Design decode_arbiter, sky130hd; sources not shown.
### Cells coloured by class

Scale: 8 px per µm. Fill, decap, tap and diode cells in grey.
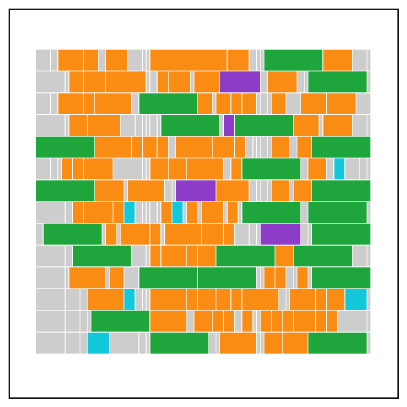
| class | colour | cells | share of their area |
|---|---|---|---|
| clock drivers and dummy loads | purple | 4 | 3.7% |
| all other logic | orange | 96 | 56% |
| other buffers and delay cells | cyan | 6 | 2.5% |
| flip-flops | green | 23 | 38% |
core area: 1590 µm²
Seq area share: 0.370

### Zoomed window

Region (12, 12) to (37, 37) µm. Cells in grey, sequential cells in the stronger grey; small squares are vias.
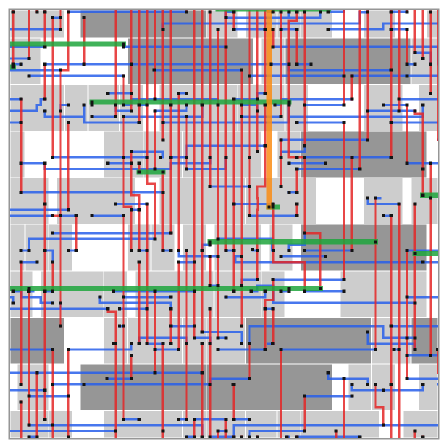
| layer | colour |
|---|---|
| met4 | orange |
| met3 | green |
| met2 | red |
| met1 | blue |
sequential cells in the window: 8
most frequent: nor2_1 (10), dfxtp_1 (8), nand2_1 (6)
cells with their middle in the window: 65

==> results_slide.txt <==
Synthesis and Place & Route Summary

Floorplanning
  – FP Rows: 14
  – Die area: between 2000 and 2500 µm²
  – Die width: 48.4 µm

Synthesis
  – Mux frac, synth: 0.0879
  – Number of enable flip-flop cells: 0
  – Simple-Gate Area Share: 0.205
  – Synth Instances: around 130
  – Adder Share, Synth: 0.0977
  – Yosys top cell by instances: dfxtp_1
  – Synth flops: 23
  – YS chip area: approximately 1200 µm²
  – Syn nets: about 150
  – Mapped Avg Cell Area: between 9 and 10 µm²
  – Complex Gates by Area: 0.145

Global route
  – Met3 Resource Use GR: 0.0583
  – Global routing usage on met2: 0.369
  – Gr ovfl total: 0
  – Number of global-route vias before repair: 911
  – Initial antenna violation count: 0

Layout
  – Most frequent cells in the layout: dfxtp_1, nor2_1, ha_1
  – Core Util, Final: 0.780
  – Synth-to-Final Area Change: 7.93%
  – Top cell excl fill/tap: dfxtp_1
  – Post-route design area: 1240 µm²

Power and ir drop
  – Int Pwr: around 1.1 mW
  – Leak: about 0.52 nW
  – Reg power frac: 0.459
  – Pwr dens: between 1000 and 1500 nW/µm²
  – Clk pwr share: 0.168
  – Sw Share: 0.410

Critical path
  – Largest delay share family, worst path: multiplexers
  – CP arrival: around 1900 ps
  – CP Depth: 5
  – Critical Path, Cell by Cell: mux2i_2 > o221ai_4 > mux2_1 > nand3_1 > a31oi_1
  – CP endpoint kind: register
  – Slowest cell on the critical path: dfxtp_1
  – CP max stage delay: approximately 460 ps
  – Bufs and invs on worst path: 0

Final timing
  – Worst Clk Skew: around 2.8 ps
  – Final Hold Slack: slightly above 300 ps
  – Worst Tran Pin Value: ~560 ps
  – Crit share post-route: 0.956
  – Max frequency: roughly 580 MHz
  – Final setup viols: 0
  – TNS Setup: 0 ps

Place
  – Placed Area: between 1000 and 1500 µm²
  – Post-placement setup slack: about 90 ps
  – # port buffers: 0

Clock network
  – Post-cts sizing count: 0
  – Clock Path Buffers: 2
  – CTS root buf: clkbuf_8
  – Postcts setup bufs: 0
  – CTS buffer count: 3
  – Cts hold-fix bufs: 0
  – Num Clock Sinks: 23

Routing
  – Routed Antenna Nets: 0
  – DRC violations left: 0
  – Met3 wire len: 173 µm
  – Drt pass-1 iters: 5
  – Met2 WL: between 1 and 1.5 mm
  – Post-DR wirelength/cell: roughly 16 µm
  – DR vias/cell: just over 6

Outcome
  – Status: finished, final reports clean

Min path
  – Worst hold path cell count: 2

Run
  – Max Cap Viol: 0
==> cell type report <==
cell class / count / area, µm²
Fill cell: 111 / 350
Clock inverter: 1 / 3.75
Sequential cell: 23 / 460
Multi-Input combinational cell: 89 / 652
Inverter: 7 / 26.3
Buffer: 6 / 30.0
Clock buffer: 3 / 41.3
Tap cell: 24 / 30.0
==> power groups by stage <==
| stage | clock [mW] | sequential, mW | combinational, mW |
|---|---|---|---|
| 5_1_grt | 0.328 | 0.838 | 0.758 |
| 3_3_place_gp | 0 | 0.823 | 0.597 |
| 4_1_cts | 0.307 | 0.822 | 0.635 |
| 6_report | 0.302 | 0.823 | 0.669 |
| 3_5_place_dp | 0 | 0.832 | 0.630 |
| 2_1_floorplan | 0 | 0.801 | 0.528 |
Power figures rest on the tool's default switching activity, not on a simulated workload.
